==> src/rtl/pc_fetch_unit.sv <==
// Front-end PC generator: sequential / JAL / branch-JALR next-PC selection with
// stall handling, redirects deferred while stalled, flush, misalignment flag and redirect count.
module pc_fetch_unit #(
  parameter logic [31:0] RESET_PC = 32'h4000_0000,
  parameter int unsigned CNT_W    = 32
) (
  input  logic             clk,
  input  logic             rst_n,
  input  logic [1:0]       pc_sel,
  input  logic [31:0]      jal_target,
  input  logic [31:0]      alu_target,
  input  logic             stall,
  output logic [31:0]      imem_addr,
  output logic             imem_en,
  output logic [31:0]      fetch_pc,
  output logic             fetch_valid,
  output logic             flush,
  output logic             misalign,
  output logic [CNT_W-1:0] redirect_cnt
);

  localparam int unsigned XLEN = 32;

  typedef enum logic [1:0] {
    RUN        = 2'd0,
    STALL      = 2'd1,
    STALL_PEND = 2'd2
  } state_t;

  state_t          state_q, state_d;
  logic [XLEN-1:0] pc_q;
  logic [XLEN-1:0] pend_target, pend_d;
  logic            req;
  logic [XLEN-1:0] target;
  logic            redirect_c;
  logic [XLEN-1:0] applied_target_c;

  // Redirect request decode; pc_sel 11 behaves as sequential.
  always_comb begin
    req    = (pc_sel == 2'b01) || (pc_sel == 2'b10);
    target = (pc_sel == 2'b01) ? jal_target : alu_target;
    target[0] = 1'b0;
  end

  always_ff @(posedge clk or negedge rst_n) begin
    if (!rst_n) begin
      state_q     <= RUN;
      pend_target <= '0;
    end else begin
      state_q     <= state_d;
      pend_target <= pend_d;
    end
  end

  // Next state: a request seen while stalled is parked, newest request wins.
  always_comb begin
    state_d = state_q;
    pend_d  = pend_target;
    case (state_q)
      RUN: begin
        if (stall) begin
          if (req) begin
            state_d = STALL_PEND;
            pend_d  = target;
          end else begin
            state_d = STALL;
          end
        end
      end
      STALL: begin
        if (stall) begin
          if (req) begin
            state_d = STALL_PEND;
            pend_d  = target;
          end
        end else begin
          state_d = RUN;
        end
      end
      STALL_PEND: begin
        if (stall) begin
          if (req) pend_d = target;
        end else begin
          state_d = RUN;
        end
      end
      default: state_d = RUN;
    endcase
  end

  // Redirect decision: a parked target is applied on stall release unless a fresh request overrides it.
  always_comb begin
    redirect_c       = 1'b0;
    applied_target_c = target;
    case (state_q)
      RUN, STALL: redirect_c = ~stall & req;
      STALL_PEND: begin
        redirect_c       = ~stall;
        applied_target_c = req ? target : pend_target;
      end
      default: redirect_c = 1'b0;
    endcase
  end

  assign imem_addr = pc_q;
  assign imem_en   = rst_n & ~stall;
  assign flush     = rst_n & redirect_c;

  always_ff @(posedge clk or negedge rst_n) begin
    if (!rst_n) begin
      pc_q         <= RESET_PC;
      fetch_pc     <= '0;
      fetch_valid  <= 1'b0;
      misalign     <= 1'b0;
      redirect_cnt <= '0;
    end else if (!stall) begin
      fetch_pc    <= pc_q;
      fetch_valid <= ~redirect_c;
      if (redirect_c) begin
        pc_q         <= applied_target_c;
        redirect_cnt <= redirect_cnt + CNT_W'(1);
        if (applied_target_c[1]) misalign <= 1'b1;
      end else begin
        pc_q <= pc_q + XLEN'(4);
      end
    end
  end

endmodule
==> config.mk <==
export PLATFORM = sky130hd
export DESIGN_NAME = pc_fetch_unit
export DESIGN_NICKNAME = d
export VERILOG_FILES = /design/src/rtl/pc_fetch_unit.sv
export SDC_FILE = /design/constraint.sdc
export NUM_CORES = 1
export LEC_CHECK = 0
export ABC_AREA = 1
export CORE_MARGIN = 2
export CORE_UTILIZATION = 35
export CTS_BUF_LIST = sky130_fd_sc_hd__clkbuf_8
export DETAILED_ROUTE_END_ITERATION = 7
export GPL_TIMING_DRIVEN = 0
export PLACE_DENSITY = 0.64
export SYNTH_ARGS = -nofsm -noshare
export SYNTH_HDL_FRONTEND = slang
export SYNTH_SLANG_ARGS = --single-unit
export TNS_END_PERCENT = 20
==> constraint.sdc <==
create_clock -name clk -period 1.4 [get_ports clk]
set_input_delay 0.14 -clock clk [delete_from_list [all_inputs] [get_ports clk]]
set_output_delay 0.14 -clock clk [all_outputs]
set_load 0.005 [all_outputs]
==> results_slide.txt, run 1 <==
Synthesis and Place & Route Summary

Drt
  – Met1 WL: 11.54 mm
  – Wire per inst: 17.45 um
  – DR WL met3: 2.266 mm
  – Top sig layer: met4
  – Via-to-Cell Ratio: a little over 5
  – WL met2: ~13 mm
  – DR pass1 iterations: 6
  – DRC viols: 0
  – ANT nets after route: 0
  – Final Routed Wirelength: 27.23 mm
  – DR vias: 7988

Run
  – Max cap viols: 0
  – Tally of OpenROAD warnings: 31

Yosys
  – Synthesized instance count: 1009
  – Netlist cell types: around 44
  – Synth Warn #: 0
  – Post-synth area from yosys stat: 7418 um^2
  – Yosys cell count: between 1000 and 1500
  – Post-Syn Area: 7418 um^2
  – Synth Seq Share: 0.4454
  – Net Count, Synth: 1081
  – Post-synth regs: 132
  – Avg Cell Area, Syn: 7.352 um^2

Worst setup path
  – Max incr delay on CP: 0.41 ns
  – Crit-path most repeated cell: buf_12
  – Crit path launch type: register
  – CP max-delay cell: dfrtp_1
  – R2R depth: 6
  – CP required: 1.26 ns
  – Critical Path Start: state_q[0]$_DFFE_PN0P_
  – Reg2Reg Launch Point: state_q[0]$_DFFE_PN0P_
  – Worst path cell trace: nand2_2 -> nand3_4 -> buf_12 -> buf_12 -> nor2_4 -> buf_2
  – Critical path class: register to primary output
  – Crit path to: flush
  – FF-to-FF End: pend_target[30]$_DFFE_PN0P_
  – Worst Setup End Kind: primary output
  – Crit path max fanout: 2
  – Worst reg2reg setup slack: -0.21 ns

STA
  – Setup tns final: -10.13 ns
  – Max Freq: 604.4 MHz
  – Final setup viols: 87
  – Crit share post-route: 1.182
  – Hold Violations, Final: 0
  – Max transition margin: 0.2939
  – PnR worst setup slack: -0.2546 ns
  – Final min period: 1.655 ns
  – Clock skew: ~0.014 ns
  – Slew at the pin with the worst max-slew slack: 1.059 ns
  – Hold WS: ~0.18 ns
  – Max-slew violation count: 0

Finish
  – Sequential cell area share: 0.2945
  – Final Non-Filler Cells: 1560
  – Top cell category: multi-input combinational cells
  – Sequential Area: ~3400 um^2
  – Share of cells above drive strength 1: 0.2482
  – P&R area growth vs syn: 53.47%
  – Non-clock buffer count: 281
  – Non-clk buf share: 0.2411
  – Combinational share of cell area: 0.3640
  – Ant. Diodes: 0
  – Final nets: roughly 1300
  – Number of logic gates: 744
  – Inverters excl. clock: 96
  – Comb. cell area: 4144 um^2
  – Filler Cell Count: 1918
  – Fin area: 11380 um^2
  – Most used logic cell in the final layout: nand2_1
  – Utilization after layout: 0.5450
  – Commonest non-fill, non-tap cells in the layout: nand2_1 (315), dfrtp_1 (92), dlygate4sd2_1 (90)
  – Clock-cell share of area: 0.03770
  – Seq_cells: 132
  – Clock buffers: 20

Power and ir drop
  – Pleak: 5.365 nW
  – Worst VDD drop: 0.6247 mV
  – P per Cell Area: 1146 nW/um^2

Die
  – FP Util: 0.3551
  – Placement row count: 53
  – # Taps: 275
  – Die width: 149.6 um
  – I/O pin count: 169
  – Die Size: 22380 um^2
  – Core area: approximately 21000 um^2

Global route
  – Grt met2 use: 0.3791
  – Initial antenna violation count: 0
  – GRT Total Usage: 0.2454
  – Met3 usage: 0.06067
  – First-pass GRT wire length: 41.75 mm
  – Most used routing layer in global routing: met2
  – Gr ovfl total: 0
  – Met1 Use GR: 0.3299
  – Largest net degree at the start of global routing: 44
  – Vias in the first global route: 7579

Clock tree
  – Num Clock Sinks: roughly 130
  – Clock transition at path regs: 0.08 ns
  – Cts bufs inserted: 17
  – Post-cts resize count: 305
  – Latency at later pin: 0.47 ns
  – CTS H-tree depth: 4
  – CTS root buf: clkbuf_8
  – # Post-CTS Setup Buffers: about 45
  – CTS tree: yes
  – Longest Clk Path Bufs: 2
  – Hold-fix buffer count after cts: 9

Worst hold path
  – Hold endpoint: imem_addr[10]$_DFFE_PN0N_
  – Min-delay worst type: primary input to register
  – Hold Crit Depth: 4
  – Hold Startpoint: stall

Status
  – Status: finished, violations left
  – Violated checks: setup timing

Place
  – Placed Cells: around 1500
  – IO Port Bufs: 165
  – Final GP Congestion: ~0.95
  – Placed Area: 9458 um^2
[run 1: cell families after synthesis]
logic type | synth area share
AND/OR/NAND/NOR | 0.3262
AND-OR/OR-AND | 0.09664
buffers and inverters | 0.07354
flip-flops | 0.4454
XOR/XNOR | 0.02715
multiplexers | 0.02597
adder cells (fa/ha/maj) | 0.005060
[run 1: stage by stage]
stage | setup WS (ns) | power (W)
floorplan | -0.05650 | 0.006637
global placement | -5.394 | 0.008513
detailed placement | -1.056 | 0.008582
CTS | -0.2613 | 0.01275
global route | -0.3110 | 0.01374
finish | -0.2546 | 0.01305
[run 1: critical path: cells and delay by family, from the launching register on]
kind	cells	cell delay, ns
flops	1	0.41
buf+inv	3	0.36
simple gates	3	0.27
[run 1: synthesized netlist by cell type, drive strengths merged]
master  instances  area share
mux2           10       0.015
nand3b          8      0.0081
o32ai           1      0.0012
dfstp           1      0.0035
nor4            2      0.0017
nand2         339        0.17
ha              3      0.0051
nor2          127       0.073
o31ai           1      0.0010
xor2           12       0.014
o211ai          4      0.0047
and2            2      0.0017
a211oi          1      0.0010
o21ai          78       0.053
buf            25       0.019
inv            95       0.048
nand4           3      0.0025
nand3          65       0.049
a22oi           1      0.0010
nor3            8      0.0091
dfrtp         131        0.44
clkbuf         12      0.0061
or2             8      0.0067
xnor2          11       0.013
a21oi          52       0.035
mux2i           8       0.011
clkinv          1     0.00067
[run 1: power by group]
part | switching (W) | leakage (nW) | internal, W | total (W)
Clock | 0.00164 | 0.217 | 0.00190 | 0.00354
Sequential | 0.000694 | 1.59 | 0.00453 | 0.00523
Combinational | 0.00222 | 3.56 | 0.00206 | 0.00428
Total | 0.00455 | 5.36 | 0.00850 | 0.0131
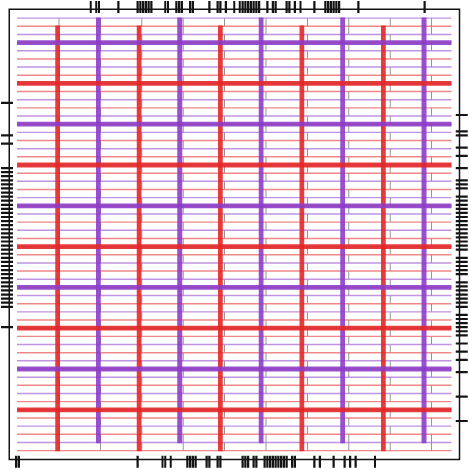
Figure 1: run 1, supply network.
(3 px per um) Pins as bars on the die edge. Tap cells in gray.
Key: purple = VDD; red = VSS
The core has 53 rows. 10 straps on met5. 275 tap cells.

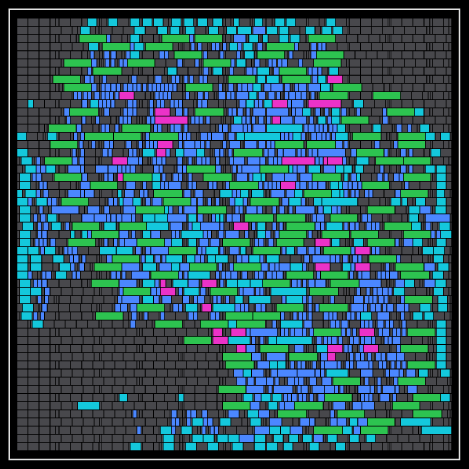
Figure 2: run 1, cell classes on the final placement.
(3 px per um) Fill, decap, tap and diode cells in gray.
Key: cyan = remaining buffers and delay cells [cells 281]; magenta = clock drivers and dummy loads [cells 32]; blue = remaining logic cells [cells 840]; green = registers [cells 132]

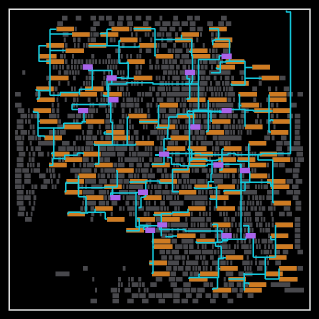
Figure 3: run 1, routed clock nets over the placement.
(2 px per um)
Key: cyan = clock wires [length 1900 um]; orange = flip-flops [count 132]; purple = clock-net drivers [count 17]
There are 18 routed clock nets. Position of the flops: widely spread.

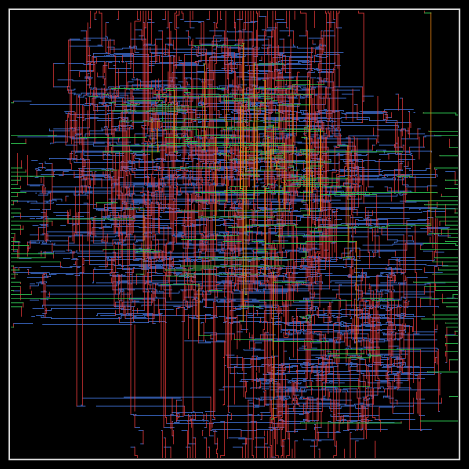
Figure 4: run 1, metal layers overlaid.
(3 px per um)
Key: red = M2 [wire length 12500 um]; orange = M4 [wire length 881 um]; blue = M1 [wire length 11500 um]; green = M3 [wire length 2270 um]

Figure 5. Congestion heat map (run 1).
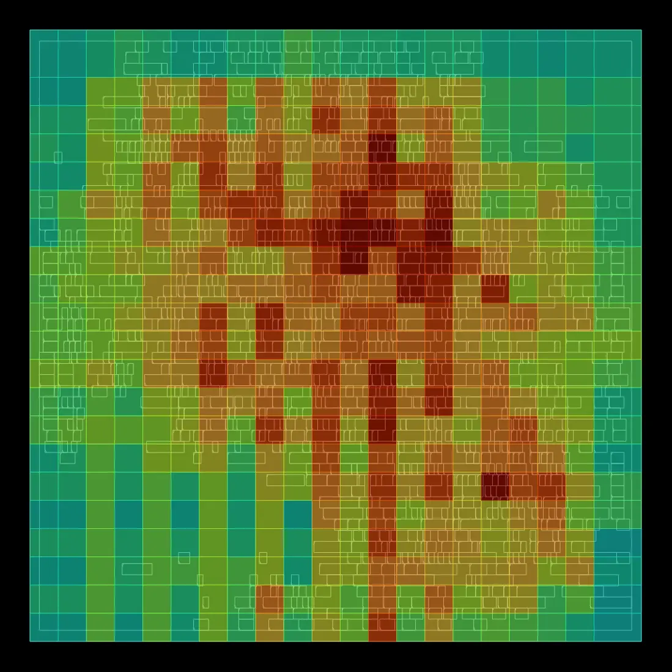

==> inputs of run 2 (changes only) <==
--- a/config.mk
+++ b/config.mk
@@ -6,6 +6,7 @@
 export NUM_CORES = 1
 export LEC_CHECK = 0
 export ABC_AREA = 1
+export CORE_ASPECT_RATIO = 1.2
 export CORE_MARGIN = 2
 export CORE_UTILIZATION = 35
 export CTS_BUF_LIST = sky130_fd_sc_hd__clkbuf_8
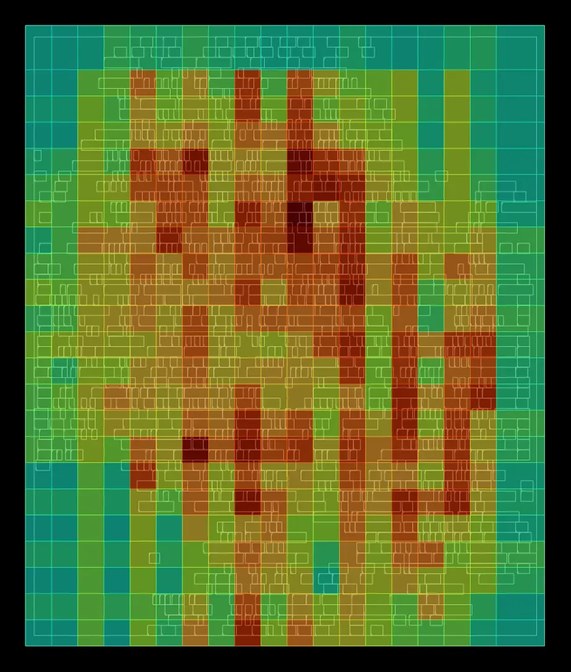
Figure 6: run 2, congestion heat map.
utilization after layout: 0.5204
wire per inst: 16.43 um

==> results_slide.txt, run 2 <==
Synthesis and Place & Route Summary

Drt
  – DR vias: 7630 (was 7988)
  – ANT nets after route: 0 (unchanged)
  – DR pass1 iterations: 5 (was 6)
  – Final Routed Wirelength: 25.15 mm (was 27.23 mm)
  – DRC viols: 0 (unchanged)

Finish
  – Commonest non-fill, non-tap cells in the layout: nand2_1 (315), dfrtp_1 (94), dlygate4sd2_1 (91) (was nand2_1 (315), dfrtp_1 (92), dlygate4sd2_1 (90))
  – Sequential Area: 3351 um^2 (was 3353 um^2)
  – P&R area growth vs syn: 46.62% (was 53.47%)
  – Final nets: 1320 (was 1344)
  – Ant. Diodes: 0 (unchanged)
  – Most used logic cell in the final layout: nand2_1 (unchanged)
  – Comb. cell area: 4021 um^2 (was 4144 um^2)
  – Share of cells above drive strength 1: 0.2244 (was 0.2482)
  – Filler Cell Count: 2027 (was 1918)
  – Final Non-Filler Cells: 1531 (was 1560)

STA
  – PnR worst setup slack: -0.2986 ns (was -0.2546 ns)
  – Max Freq: 588.7 MHz (was 604.4 MHz)
  – Max transition margin: 0.5389 (was 0.2939)
  – Hold Violations, Final: 131 (was 0)
  – Setup tns final: -9.782 ns (was -10.13 ns)
  – Clock skew: 0.01257 ns (was 0.01407 ns)
  – Hold WS: -0.4691 ns (was 0.1823 ns)
  – Final setup viols: 88 (was 87)
  – Max-slew violation count: 0 (unchanged)

Place
  – IO Port Bufs: 165 (unchanged)
  – Placed Area: 9452 um^2 (was 9458 um^2)
  – Final GP Congestion: 0.9273 (was 0.9518)
  – Place WS: -0.9379 ns (was -1.056 ns)
  – Placed Cells: 1445 (was 1450)

Worst setup path
  – R2R depth: 10 (was 6)
  – CP bufs+invs: 5 (was 3)
  – Critical Path Start: pc_sel[1] (was state_q[0]$_DFFE_PN0P_)
  – Worst path cell trace: clkdlybuf4s50_1 -> inv_1 -> ha_4 -> nand2_4 -> nand3_4 -> buf_12 -> buf_12 -> nor2_4 -> buf_2 (was nand2_2 -> nand3_4 -> buf_12 -> buf_12 -> nor2_4 -> buf_2)
  – Crit path max fanout: 4 (was 2)
  – Worst path top cell family by delay: buffers and inverters (was flip-flops)
  – Max incr delay on CP: 0.45 ns (was 0.41 ns)
  – Reg2Reg Launch Point: state_q[1]$_DFFE_PN0P_ (was state_q[0]$_DFFE_PN0P_)
  – Critical path depth: 9 (was 6)
  – Critical path class: primary input to primary output (was register to primary output)
  – Crit path launch type: primary input (was register)
  – Crit-path most repeated cell: buf_12 (unchanged)
  – CP max-delay cell: clkdlybuf4s50_1 (was dfrtp_1)

Power and ir drop
  – Clock share of power: 0.279 (was 0.271)
  – Gate power share: 0.317 (was 0.328)
  – Total design power: 0.01278 W (was 0.01305 W)
  – Net Switching: 0.004372 W (was 0.004554 W)
  – Worst VDD drop: 0.6484 mV (was 0.6247 mV)
  – Pleak: 5.130 nW (was 5.365 nW)
  – P per Cell Area: 1175 nW/um^2 (was 1146 nW/um^2)
  – Register share of total power: 0.404 (was 0.401)
  – P_int: 0.008406 W (was 0.008496 W)
  – Switching share of power: 0.3422 (was 0.3490)

Die
  – Die width: 136.9 um (was 149.6 um)
  – Die Size: 22380 um^2 (about the same)
  – Core area: 20900 um^2 (was 20890 um^2)

Yosys
  – Yosys cell count: 1009 (unchanged)
  – Flip-flops with a built-in enable: 0 (unchanged)
  – Xor/xnor share: 0.02715 (unchanged)
  – Synth area leader: dfrtp_1 (unchanged)
  – Synthesized instance count: 1009 (unchanged)
  – MUX share of area: 0.02597 (unchanged)
  – Post-Syn Area: 7418 um^2 (unchanged)
  – Dominant synthesized flop cell: dfrtp_1 (unchanged)
  – Basic Gates by Area: 0.3262 (unchanged)
  – Synth Warn #: 0 (unchanged)
  – Top cells by count: nand2_1 (333), dfrtp_1 (131), nor2_1 (112) (unchanged)
  – Synth logic family: simple AND/OR/NAND/NOR gates (unchanged)
  – Yosys adder share: 0.005060 (unchanged)
  – Count leader, synth: nand2_1 (unchanged)
  – Netlist cell types: 44 (unchanged)
  – Area fraction in compound gates: 0.09664 (unchanged)
  – Post-synth area from yosys stat: 7418 um^2 (unchanged)
  – Post-synth regs: 132 (unchanged)
  – Net Count, Synth: 1081 (unchanged)
  – Share of the synthesized area in the top cell type: 0.4419 (unchanged)
  – Synth Seq Share: 0.4454 (unchanged)

Clock tree
  – Num Clock Sinks: 132 (unchanged)
  – CTS root buf: clkbuf_8 (unchanged)
  – CTS tree: yes (unchanged)
  – Cts bufs inserted: 17 (unchanged)
  – Clock transition at path regs: 0.08 ns (about the same)
  – CTS H-tree depth: 4 (unchanged)
  – Latency at later pin: 0.47 ns (about the same)
  – Longest Clk Path Bufs: 2 (unchanged)

Global route
  – Largest net degree at the start of global routing: 76 (was 44)
  – Gr ovfl total: 0 (unchanged)
  – GRT Total Usage: 0.2296 (was 0.2454)
  – Initial antenna violation count: 0 (unchanged)
  – Vias in the first global route: 7416 (was 7579)
  – First-pass GRT wire length: 38.97 mm (was 41.75 mm)

Status
  – Violated checks: hold timing, setup timing (was setup timing)
  – Status: finished, violations left (unchanged)

Run
  – Max cap viols: 0 (unchanged)
  – Tally of OpenROAD warnings: 33 (was 31)

Worst hold path
  – Min-delay worst type: primary input to asynchronous set/reset pin (was primary input to register)
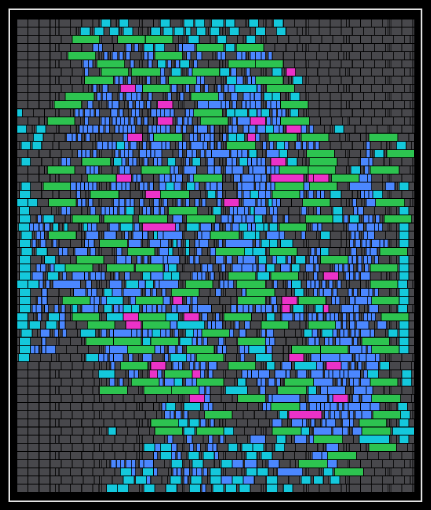
Figure 7: run 2, cell classes on the final placement.
(3 px per um) Fill, decap, tap and diode cells in gray.
Key: green = registers [cells 132]; magenta = clock drivers and dummy loads [cells 32]; cyan = remaining buffers and delay cells [cells 257]; blue = remaining logic cells [cells 840]

run 2: cell counts after synthesis:
No cell type changed its count.
run 2: cell type report:
class / instances / area share
multi-input cells: 744 / 0.3697
flip-flops and latches: 132 / 0.3081
repair buffers: 221 / 0.1860
inverters: 96 / 0.03463
well taps: 270 / 0.03106
plain buffers: 36 / 0.03037
clock buffers: 21 / 0.02657
clock inverters: 11 / 0.01357
run 2: power by group through the flow:
stage | Sequential, W | Combinational, W | Clock, W
2_1_floorplan | 0.00513 | 0.00150 | 0
3_3_place_gp | 0.00527 | 0.00326 | 0
3_5_place_dp | 0.00529 | 0.00331 | 0
4_1_cts | 0.00515 | 0.00382 | 0.00362
5_1_grt | 0.00526 | 0.00443 | 0.00377
6_report | 0.00517 | 0.00405 | 0.00356
run 2: metal layers:
layer	vias up	GRT usage	wire (um)
met1	3582	0.2724	10120
met3	62	0.04066	1402
met2	289	0.4080	12750
met5	-	0	0
li1	3697	-	-
met4	0	0.09091	877
run 2: worst paths after layout:
check | slack (ns) | endpoint
setup / recovery | -0.30 | flush
hold / removal | -0.47 | redirect_cnt[12]$_DFFE_PN0P_
setup reg to reg | -0.25 | redirect_cnt[27]$_DFFE_PN0P_
hold reg to reg | 0.48 | misalign$_DFFE_PN0P_
max in group asynchronous | 1.15 | imem_addr[30]$_DFFE_PN1N_
min in group clk | 0.16 | imem_addr[10]$_DFFE_PN0N_
run 2: what timing repair did:
action	in CTS	in global routing
pin swaps	22	21
cloned	0	1
hold endpoints to repair	131	113
endpoints found under the setup margin	193	100
setup buffers	42	12
resized	277	56
Figure 8. Metal layers overlaid (run 2).
(3 px per um)
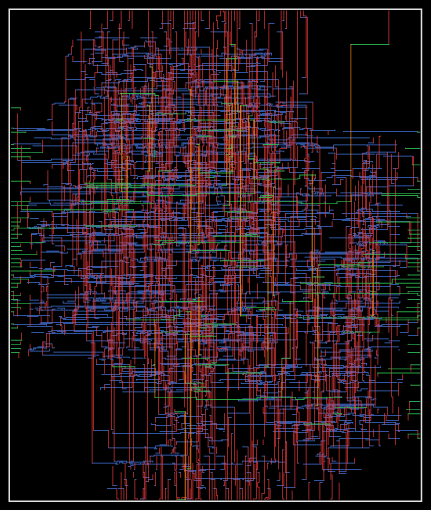

==> inputs of run 3 (changes only) <==
--- a/config.mk
+++ b/config.mk
@@ -13,6 +13,7 @@
 export DETAILED_ROUTE_END_ITERATION = 7
 export GPL_TIMING_DRIVEN = 0
 export PLACE_DENSITY = 0.64
+export SKIP_LAST_GASP = 1
 export SYNTH_ARGS = -nofsm -noshare
 export SYNTH_HDL_FRONTEND = slang
 export SYNTH_SLANG_ARGS = --single-unit
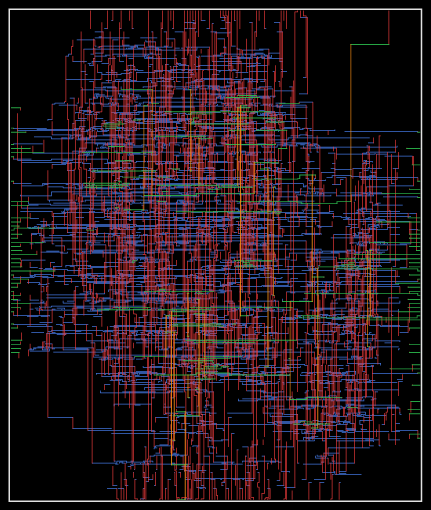
Figure 9: run 3, metal layers overlaid.
(3 px per um)
Key: red = M2 [wire length 13100 um]; orange = M4 [wire length 766 um]; blue = M1 [wire length 10200 um]; green = M3 [wire length 1490 um]

==> results_slide.txt, run 3 <==
Synthesis and Place & Route Summary

Status
  – Status: finished, violations left (unchanged)
  – Violated checks: hold timing, setup timing (unchanged)

Finish
  – Final nets: 1332 (was 1320)
  – Comb. cell area: 3902 um^2 (was 4021 um^2)
  – Utilization after layout: 0.5282 (was 0.5204)
  – Ant. Diodes: 0 (unchanged)
  – Share of cells above drive strength 1: 0.1909 (was 0.2244)
  – Commonest non-fill, non-tap cells in the layout: nand2_1 (327), clkdlybuf4s50_1 (148), dfrtp_1 (109) (was nand2_1 (315), dfrtp_1 (94), dlygate4sd2_1 (91))
  – Sequential Area: 3332 um^2 (was 3351 um^2)
  – Filler Cell Count: 2026 (was 2027)
  – P&R area growth vs syn: 48.81% (was 46.62%)
  – Final Non-Filler Cells: 1543 (was 1531)
  – Most used logic cell in the final layout: nand2_1 (unchanged)

Yosys
  – Share of the synthesized area in the top cell type: 0.4419 (unchanged)
  – Count leader, synth: nand2_1 (unchanged)
  – Synth Warn #: 0 (unchanged)
  – Synth Seq Share: 0.4454 (unchanged)
  – Avg Cell Area, Syn: 7.352 um^2 (unchanged)
  – Flip-flops with a built-in enable: 0 (unchanged)
  – Post-Syn Area: 7418 um^2 (unchanged)
  – Dominant synthesized flop cell: dfrtp_1 (unchanged)
  – Post-synth regs: 132 (unchanged)
  – Top cells by count: nand2_1 (333), dfrtp_1 (131), nor2_1 (112) (unchanged)
  – Post-synth area from yosys stat: 7418 um^2 (unchanged)
  – Yosys cell count: 1009 (unchanged)
  – Synthesized instance count: 1009 (unchanged)
  – Synth area leader: dfrtp_1 (unchanged)
  – Top cells, area: dfrtp_1 (44%), nand2_1 (17%), nor2_1 (5.7%) (unchanged)
  – FFs w/ async S/R, synth: 1.000 (unchanged)
  – Net Count, Synth: 1081 (unchanged)
  – Netlist cell types: 44 (unchanged)

Global route
  – First-pass GRT wire length: 38.75 mm (was 38.97 mm)
  – Vias in the first global route: 7385 (was 7416)
  – GRT Total Usage: 0.2281 (was 0.2296)
  – Gr ovfl total: 0 (unchanged)
  – Met3 usage: 0.04004 (was 0.04066)
  – Most used routing layer in global routing: met2 (unchanged)
  – Grt met2 use: 0.4089 (was 0.4080)
  – Met1 Use GR: 0.2708 (was 0.2724)
  – Largest net degree at the start of global routing: 76 (unchanged)
  – Initial antenna violation count: 0 (unchanged)

Clock tree
  – CTS root buf: clkbuf_8 (unchanged)
  – Num Clock Sinks: 132 (unchanged)
  – Latency at later pin: 0.47 ns (about the same)
  – Longest Clk Path Bufs: 2 (unchanged)
  – Cts bufs inserted: 17 (unchanged)
  – Clock transition at path regs: 0.08 ns (about the same)
  – CTS H-tree depth: 4 (unchanged)
  – CTS tree: yes (unchanged)

Die
  – Core area: 20900 um^2 (unchanged)
  – FP Util: 0.3549 (unchanged)
  – I/O pin count: 169 (unchanged)
  – Die Span Y: 163.5 um (unchanged)
  – Die Size: 22380 um^2 (unchanged)
  – Die width: 136.9 um (unchanged)
  – Placement row count: 58 (unchanged)

Worst setup path
  – Max incr delay on CP: 0.45 ns (about the same)
  – Critical path class: primary input to primary output (unchanged)
  – Worst EP arrival: 1.55 ns (was 1.56 ns)
  – Worst reg2reg setup slack: -0.25 ns (about the same)
  – Critical Path Start: pc_sel[1] (unchanged)
  – Crit-path most repeated cell: buf_12 (unchanged)
  – Worst Setup End Kind: primary output (unchanged)
  – Reg2Reg Launch Point: state_q[1]$_DFFE_PN0P_ (unchanged)
  – R2R depth: 10 (unchanged)
  – Worst path cell trace: clkdlybuf4s50_1 -> inv_1 -> ha_4 -> nand2_4 -> nand3_4 -> buf_12 -> buf_12 -> nor2_4 -> buf_2 (unchanged)
  – FF-to-FF End: redirect_cnt[25]$_DFFE_PN0P_ (was redirect_cnt[27]$_DFFE_PN0P_)
  – Crit path max fanout: 4 (unchanged)
  – Crit path launch type: primary input (unchanged)
  – CP required: 1.26 ns (about the same)
  – Crit path to: flush (unchanged)
  – CP max-delay cell: clkdlybuf4s50_1 (unchanged)

Place
  – Final GP Congestion: 0.9273 (unchanged)
  – Place WS: -0.9379 ns (unchanged)
  – Detailed placement HPWL: 18.33 mm (unchanged)
  – Placed Cells: 1445 (unchanged)
  – IO Port Bufs: 165 (unchanged)

STA
  – Max transition margin: 0.5424 (was 0.5389)
  – Setup tns final: -23.43 ns (was -9.782 ns)
  – Max Freq: 590.0 MHz (was 588.7 MHz)
  – Crit share post-route: 1.211 (was 1.213)
  – Hold Violations, Final: 131 (unchanged)
  – Max-slew violation count: 0 (unchanged)
  – RSZ-0062 raised after global routing: true (unchanged)
  – Hold WS: -0.4592 ns (was -0.4691 ns)
  – Final setup viols: 184 (was 88)
  – Clock skew: 0.01318 ns (was 0.01257 ns)
  – Final min period: 1.695 ns (was 1.699 ns)
  – Slew at the pin with the worst max-slew slack: 0.6863 ns (was 0.6917 ns)
  – PnR worst setup slack: -0.2949 ns (was -0.2986 ns)

Drt
  – DR WL met3: 1.490 mm (was 1.402 mm)
  – Drt initial violations: 530 (was 517)
  – Top sig layer: met4 (unchanged)
  – ANT nets after route: 0 (unchanged)
  – Met1 WL: 10.22 mm (was 10.12 mm)
  – Final Routed Wirelength: 25.61 mm (was 25.15 mm)
  – WL met2: 13.14 mm (was 12.75 mm)
  – DR vias: 7686 (was 7630)
  – Via-to-Cell Ratio: 4.981 (was 4.984)
  – DRC viols: 0 (unchanged)
  – DR pass1 iterations: 5 (unchanged)
  – Wire per inst: 16.60 um (was 16.43 um)

Power and ir drop
  – P per Cell Area: 1192 nW/um^2 (was 1175 nW/um^2)
  – Pleak: 4.992 nW (was 5.130 nW)
  – Worst VDD drop: 0.6220 mV (was 0.6484 mV)

Run
  – Tally of OpenROAD warnings: 33 (unchanged)
  – Max cap viols: 0 (unchanged)

Worst hold path
  – Min-delay worst type: primary input to asynchronous set/reset pin (unchanged)
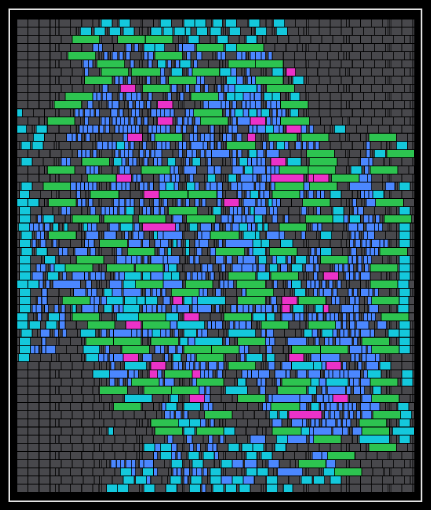
Figure 10: run 3, cell classes on the final placement.
(3 px per um) Fill, decap, tap and diode cells in gray.
Key: magenta = clock drivers and dummy loads [cells 32]; cyan = remaining buffers and delay cells [cells 269]; green = registers [cells 132]; blue = remaining logic cells [cells 840]

run 3: cell count changes in the layout (fill, tap and decap cells not counted), moves of 10 or more:
cell / delta
clkdlybuf4s50_1: +83
nand2_1: +12
nor2_1: +15
dlygate4sd2_1: -79
nand2_2: -12
nor2_2: -10
dfrtp_2: -15
dfrtp_1: +15
run 3: logic make-up after synthesis:
| family | after synthesis | synth area share |
|---|---|---|
| buffers and inverters | 133 | 0.07354 |
| xor gates and xnor gates | 23 | 0.02715 |
| AOI/OAI and AO/OA | 138 | 0.09664 |
| muxes | 18 | 0.02597 |
| and+or+nand+nor | 562 | 0.3262 |
| adders and majority gates | 3 | 0.005060 |
| DFF | 132 | 0.4454 |
run 3: area by class of cell:
cell class | instances | share of cell area
Clock inverter | 11 | 0.01337
Timing Repair Buffer | 233 | 0.2113
Multi-Input combinational cell | 744 | 0.3535
Tap cell | 270 | 0.03060
Sequential cell | 132 | 0.3018
Clock buffer | 21 | 0.02618
Inverter | 96 | 0.03389
Buffer | 36 | 0.02936
run 3: per-stage QoR:
stage	cell area, um^2	power [W]
after floorplan	7433	0.006637
after global placement	9423	0.008526
after detailed placement	9452	0.008599
after CTS	10580	0.01277
after global routing	11040	0.01383
final	11040	0.01316
run 3: where the power goes:
| group | internal, W | switching, W | total [W] |
|---|---|---|---|
| combinational | 0.00227 | 0.00216 | 0.00442 |
| sequential | 0.00452 | 0.000636 | 0.00516 |
| clock | 0.00196 | 0.00162 | 0.00358 |
run 3: repair_timing:
item / CTS / global route
buffers inserted: 42 / 20
endpoints found under the setup margin: 193 / 182
endpoints found under the hold margin: 131 / 113
pin swaps: 18 / 16
gates cloned: 0 / 5
gates resized: 148 / 39
run 3: critical path: cells and delay by family:
kind                       cells  cell delay [ns]
and+or+nand+nor                3             0.26
adders and majority gates      1             0.26
buffers and inverters          5             0.89
Power figures rest on the tool's default switching activity, not on a simulated workload.
